**src/rtl/gcd_lcm_pkg.sv**
```systemverilog
// Shared types and constants for the GCD/LCM unit.
package gcd_lcm_pkg;

    typedef enum logic [1:0] {
        IDLE = 2'd0,
        CALC = 2'd1,
        DIV  = 2'd2,
        DONE = 2'd3
    } state_t;

    localparam logic MODE_GCD = 1'b0;
    localparam logic MODE_LCM = 1'b1;

endpackage

```
**src/rtl/seq_divider.sv**
```systemverilog
// Restoring shift-subtract divider, one quotient bit per cycle over N cycles.
// The *_c outputs are the values produced by the step currently in progress.
module seq_divider #(
    parameter int unsigned N = 16
) (
    input  logic         clk,
    input  logic         rst,
    input  logic         load,
    input  logic [N-1:0] dividend,
    input  logic [N-1:0] divisor,
    output logic [N-1:0] quotient_c,
    output logic [N-1:0] remainder_c,
    output logic         ready_c
);

    localparam int unsigned CW = $clog2(N + 1);

    logic [N-1:0]  rem;
    logic [N-1:0]  quo;
    logic [N-1:0]  dvs;
    logic [CW-1:0] cnt;
    logic [N:0]    shifted;
    logic          ge;

    // One restoring step; the partial remainder always stays below the divisor.
    always_comb begin
        shifted     = {rem, quo[N-1]};
        ge          = (shifted >= {1'b0, dvs});
        quotient_c  = {quo[N-2:0], ge};
        remainder_c = ge ? (shifted[N-1:0] - dvs) : shifted[N-1:0];
        ready_c     = (cnt == CW'(1));
    end

    always_ff @(posedge clk or posedge rst) begin
        if (rst) begin
            rem <= '0;
            quo <= '0;
            dvs <= '0;
            cnt <= '0;
        end else if (load) begin
            rem <= '0;
            quo <= dividend;
            dvs <= divisor;
            cnt <= CW'(N);
        end else if (cnt != '0) begin
            rem <= remainder_c;
            quo <= quotient_c;
            cnt <= cnt - CW'(1);
        end
    end

endmodule

```
**src/rtl/gcd_lcm_unit.sv**
```systemverilog
// Sequential GCD (repeated subtraction) / LCM (a*b divided by the GCD) unit.
module gcd_lcm_unit
    import gcd_lcm_pkg::*;
#(
    parameter int unsigned WIDTH = 8
) (
    input  logic                 clk,
    input  logic                 rst,
    input  logic                 start,
    input  logic                 mode,
    input  logic [WIDTH-1:0]     a,
    input  logic [WIDTH-1:0]     b,
    output logic                 busy,
    output logic                 done,
    output logic [2*WIDTH-1:0]   result,
    output logic                 zero_in
);

    localparam int unsigned N = 2 * WIDTH;

    state_t           state;
    state_t           state_next;
    logic [WIDTH-1:0] x;
    logic [WIDTH-1:0] y;
    logic             m;
    logic [N-1:0]     p;
    logic             zf;
    logic [WIDTH-1:0] g;
    logic             xy_zero;
    logic             need_div;

    logic             latch_en;
    logic             sub_en;
    logic             gcd_done;
    logic             div_load;
    logic             div_done;

    logic [N-1:0]     div_q;
    logic [N-1:0]     div_rem;
    logic             div_ready;

    assign g        = x | y;
    assign xy_zero  = (x == '0) || (y == '0);
    assign need_div = (m == MODE_LCM) && (g != '0);

    always_ff @(posedge clk or posedge rst) begin
        if (rst) state <= IDLE;
        else     state <= state_next;
    end

    always_comb begin
        state_next = state;
        case (state)
            IDLE:    if (start) state_next = CALC;
            CALC:    if (xy_zero) state_next = need_div ? DIV : DONE;
            DIV:     if (div_ready) state_next = DONE;
            DONE:    state_next = IDLE;
            default: state_next = IDLE;
        endcase
    end

    always_comb begin
        latch_en = 1'b0;
        sub_en   = 1'b0;
        gcd_done = 1'b0;
        div_load = 1'b0;
        div_done = 1'b0;
        case (state)
            IDLE: latch_en = start;
            CALC: begin
                sub_en   = !xy_zero;
                gcd_done = xy_zero && !need_div;
                div_load = xy_zero && need_div;
            end
            DIV:     div_done = div_ready;
            default: ;
        endcase
    end

    // Operand/subtractor datapath and registered outputs.
    always_ff @(posedge clk or posedge rst) begin
        if (rst) begin
            x       <= '0;
            y       <= '0;
            m       <= MODE_GCD;
            p       <= '0;
            zf      <= 1'b0;
            busy    <= 1'b0;
            done    <= 1'b0;
            result  <= '0;
            zero_in <= 1'b0;
        end else begin
            busy <= (state_next != IDLE);
            done <= (state_next == DONE);
            if (latch_en) begin
                x  <= a;
                y  <= b;
                m  <= mode;
                p  <= N'(a) * N'(b);
                zf <= (a == '0) || (b == '0);
            end
            if (sub_en) begin
                if (x >= y) x <= x - y;
                else        y <= y - x;
            end
            if (gcd_done) begin
                result  <= N'(g);
                zero_in <= zf;
            end
            if (div_done) begin
                result  <= div_q;
                zero_in <= zf;
            end
        end
    end

    seq_divider #(.N(N)) u_div (
        .clk         (clk),
        .rst         (rst),
        .load        (div_load),
        .dividend    (p),
        .divisor     (N'(g)),
        .quotient_c  (div_q),
        .remainder_c (div_rem),
        .ready_c     (div_ready)
    );

    // a*b is always a multiple of gcd(a,b), so the division must be exact.
    exact_div_a: assert property (@(posedge clk) disable iff (rst) div_done |-> (div_rem == '0));

endmodule

```
**config.mk**
```make
export PLATFORM = sky130hd
export DESIGN_NAME = gcd_lcm_unit
export DESIGN_NICKNAME = d
export VERILOG_FILES = /design/src/rtl/gcd_lcm_pkg.sv /design/src/rtl/seq_divider.sv /design/src/rtl/gcd_lcm_unit.sv
export SDC_FILE = /design/constraint.sdc
export NUM_CORES = 1
export LEC_CHECK = 0
export CAP_MARGIN = 20
export CORE_MARGIN = 8
export CORE_UTILIZATION = 50
export DETAILED_ROUTE_END_ITERATION = 16
export HOLD_SLACK_MARGIN = 0.08
export PLACE_DENSITY = 0.76
export SLEW_MARGIN = 10
export SYNTH_ARGS = -nofsm -noshare
export SYNTH_HDL_FRONTEND = slang
export SYNTH_SLANG_ARGS = --single-unit
```
**constraint.sdc**
```tcl
create_clock -name clk -period 4.28 [get_ports clk]
set_input_delay 0.856 -clock clk [delete_from_list [all_inputs] [get_ports clk]]
set_output_delay 0.856 -clock clk [all_outputs]
set_load 0.03 [all_outputs]
```
==> changes_impl.md, run 1 <==
## Flow update

- Routed wire per std cell: 15.6 µm
- Crit path top cell by count: fa_1
- Yosys synthesis chip area: 7690 µm²
- Initial DRC count: 357
- Slew margin rel.: 35.3%
- Cell accounting for the most synthesized area: dfrtp_1
- FMAX: 239 MHz
- Design Area, Final: 9080 µm²
- Maximum vdd ir drop: 0.330 mV
- Cells on worst reg2reg path: 10
- Total power: 6.42 mW
- IO buf count: 38
- Pre-Place Util: 50.8%
- Combinational power: 3.98 mW
- Hold Path End: p[3]
- Critical path depth: 15
- Largest net degree at the start of global routing: 82
- Gate Area: 4930 µm²
- Critical path arrival: 4380 ps
- Post-detailed-route count of antenna-violating nets: 0
- Worst slew pin tran: 967 ps
- Clk latency late pin: 350 ps
- Status: complete, no violations
- Comb power frac: 61.9%
- Mapped Avg Cell Area: 9.11 µm²
- Clock network power: 797 µW
- Fin nets: 1041
- Most frequent cell after synthesis: dfrtp_1
- Area added between synthesis and finish: 18.1%
- Synth Area in XOR/XNOR: 4.10%
- Mapped Cells: 844
- Final setup fails: 0
- Total gr overflow: 0
- Sequential power share: 25.6%
Figure 1. Met1 routing (run 1).
Supply wires on this layer in gray.
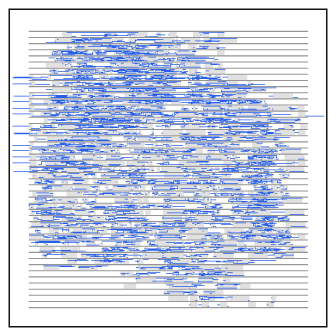
main direction: horizontal
share of all routed wire: 46%
longest straight run: 75.4 µm
wire length on this layer: 7960 µm
routed vias: 6015
M1 GR Usage: 23.8%
routed wire length: 17300 µm

Figure 2. Clock distribution (run 1).
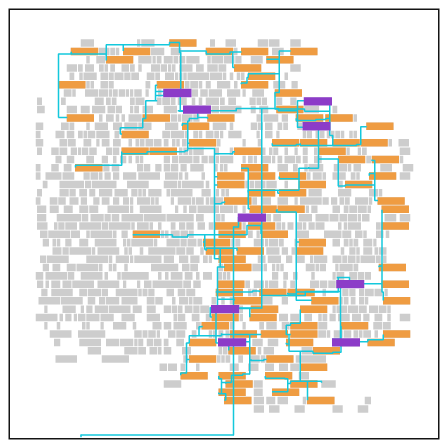
[cyan] clock wires | length: 1310 µm
[purple] cells driving clock nets | count: 9
[orange] flip-flops | count: 100
routed clock nets: 10
Worst Skew: 11.9 ps
Clk pwr share: 12.4%

Figure 3. Placed cells, one color a class (run 1).
The bar under the picture is 50 µm long.
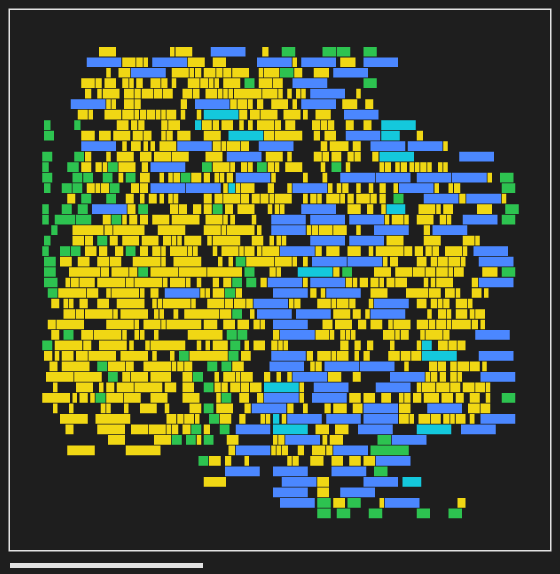
[cyan] clock drivers and dummy loads | cells: 16 | share of their area: 3.3%
[green] other buffers and delay cells | cells: 98 | share of their area: 9.1%
[blue] flip-flops | cells: 100 | share of their area: 28%
[yellow] all other logic | cells: 704 | share of their area: 59%
Core Util, Final: 60.0%
core area: 15100 µm²

Figure 4. Cells by drive strength (run 1).
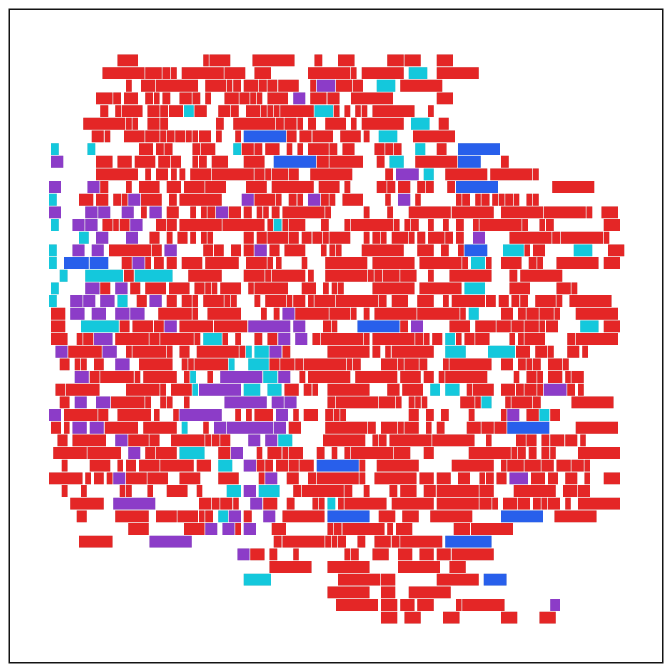

==> inputs of run 2 (changes only) <==
--- a/config.mk
+++ b/config.mk
@@ -11,7 +11,7 @@
 export DETAILED_ROUTE_END_ITERATION = 16
 export HOLD_SLACK_MARGIN = 0.08
 export PLACE_DENSITY = 0.76
-export SLEW_MARGIN = 10
+export SLEW_MARGIN = 20
 export SYNTH_ARGS = -nofsm -noshare
 export SYNTH_HDL_FRONTEND = slang
 export SYNTH_SLANG_ARGS = --single-unit
Figure 5. Cells by drive strength (run 2).
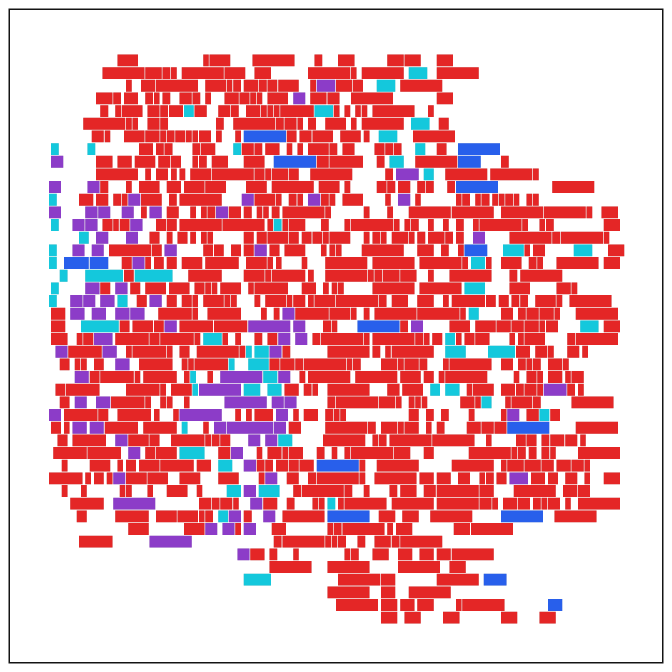
[blue] drive 6 and up | cells: 15 | share: 1.6%
[cyan] drive 2 | cells: 57 | share: 6.2%
[red] drive 1 or less | cells: 758 | share: 83%
[purple] drive 3 to 4 | cells: 87 | share: 9.5%
Buffers excl. clock: 97
Design Area, Final: 9050 µm²
area added between synthesis and finish: 17.7%
PnR worst setup slack: 98.4 ps

Figure 6. Clock distribution (run 2).
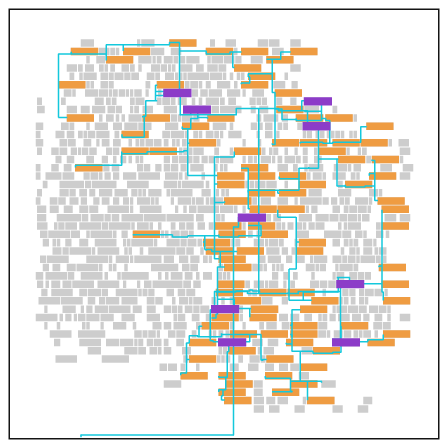
[orange] flip-flops | count: 100
[purple] cells driving clock nets | count: 9
[cyan] clock wires | length: 1310 µm
routed clock nets: 10
clock network power: 798 µW
Worst Skew: 11.2 ps

Figure 7. Met1 routing (run 2).
Supply wires on this layer in gray.
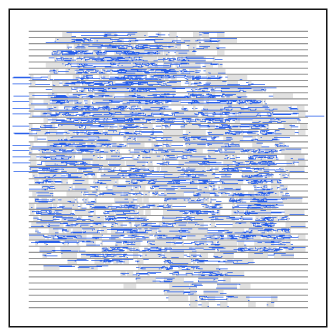
nets with wire on the layer: 963
wire length on this layer: 8020 µm
main direction: horizontal
routed wire length: 17300 µm
routed vias: 6009

==> changes_impl.md, run 2 <==
## Flow update

- Critical path arrival: 4380 ps
- Pre-Place Util: 50.8%
- Most frequent cell after synthesis: dfrtp_1
- Fin nets: 1040
- Cell accounting for the most synthesized area: dfrtp_1
- Status: complete, no violations
- Slew margin rel.: 35.7%
- Combinational power: 3.98 mW
- Maximum vdd ir drop: 0.329 mV
- Sequential power share: 25.6%
- Clk pwr share: 12.4%
- Gate Area: 4930 µm²
- Worst slew pin tran: 961 ps
- Core Util, Final: 59.8%
- Total power: 6.42 mW
- Largest net degree at the start of global routing: 82
- Cells on worst reg2reg path: 10
- Mapped Cells: 844
- Total gr overflow: 0
- Clk latency late pin: 350 ps
- Mapped Avg Cell Area: 9.11 µm²
- M1 GR Usage: 23.8%
No activity file was given, so power comes from the tool's default toggle rates.
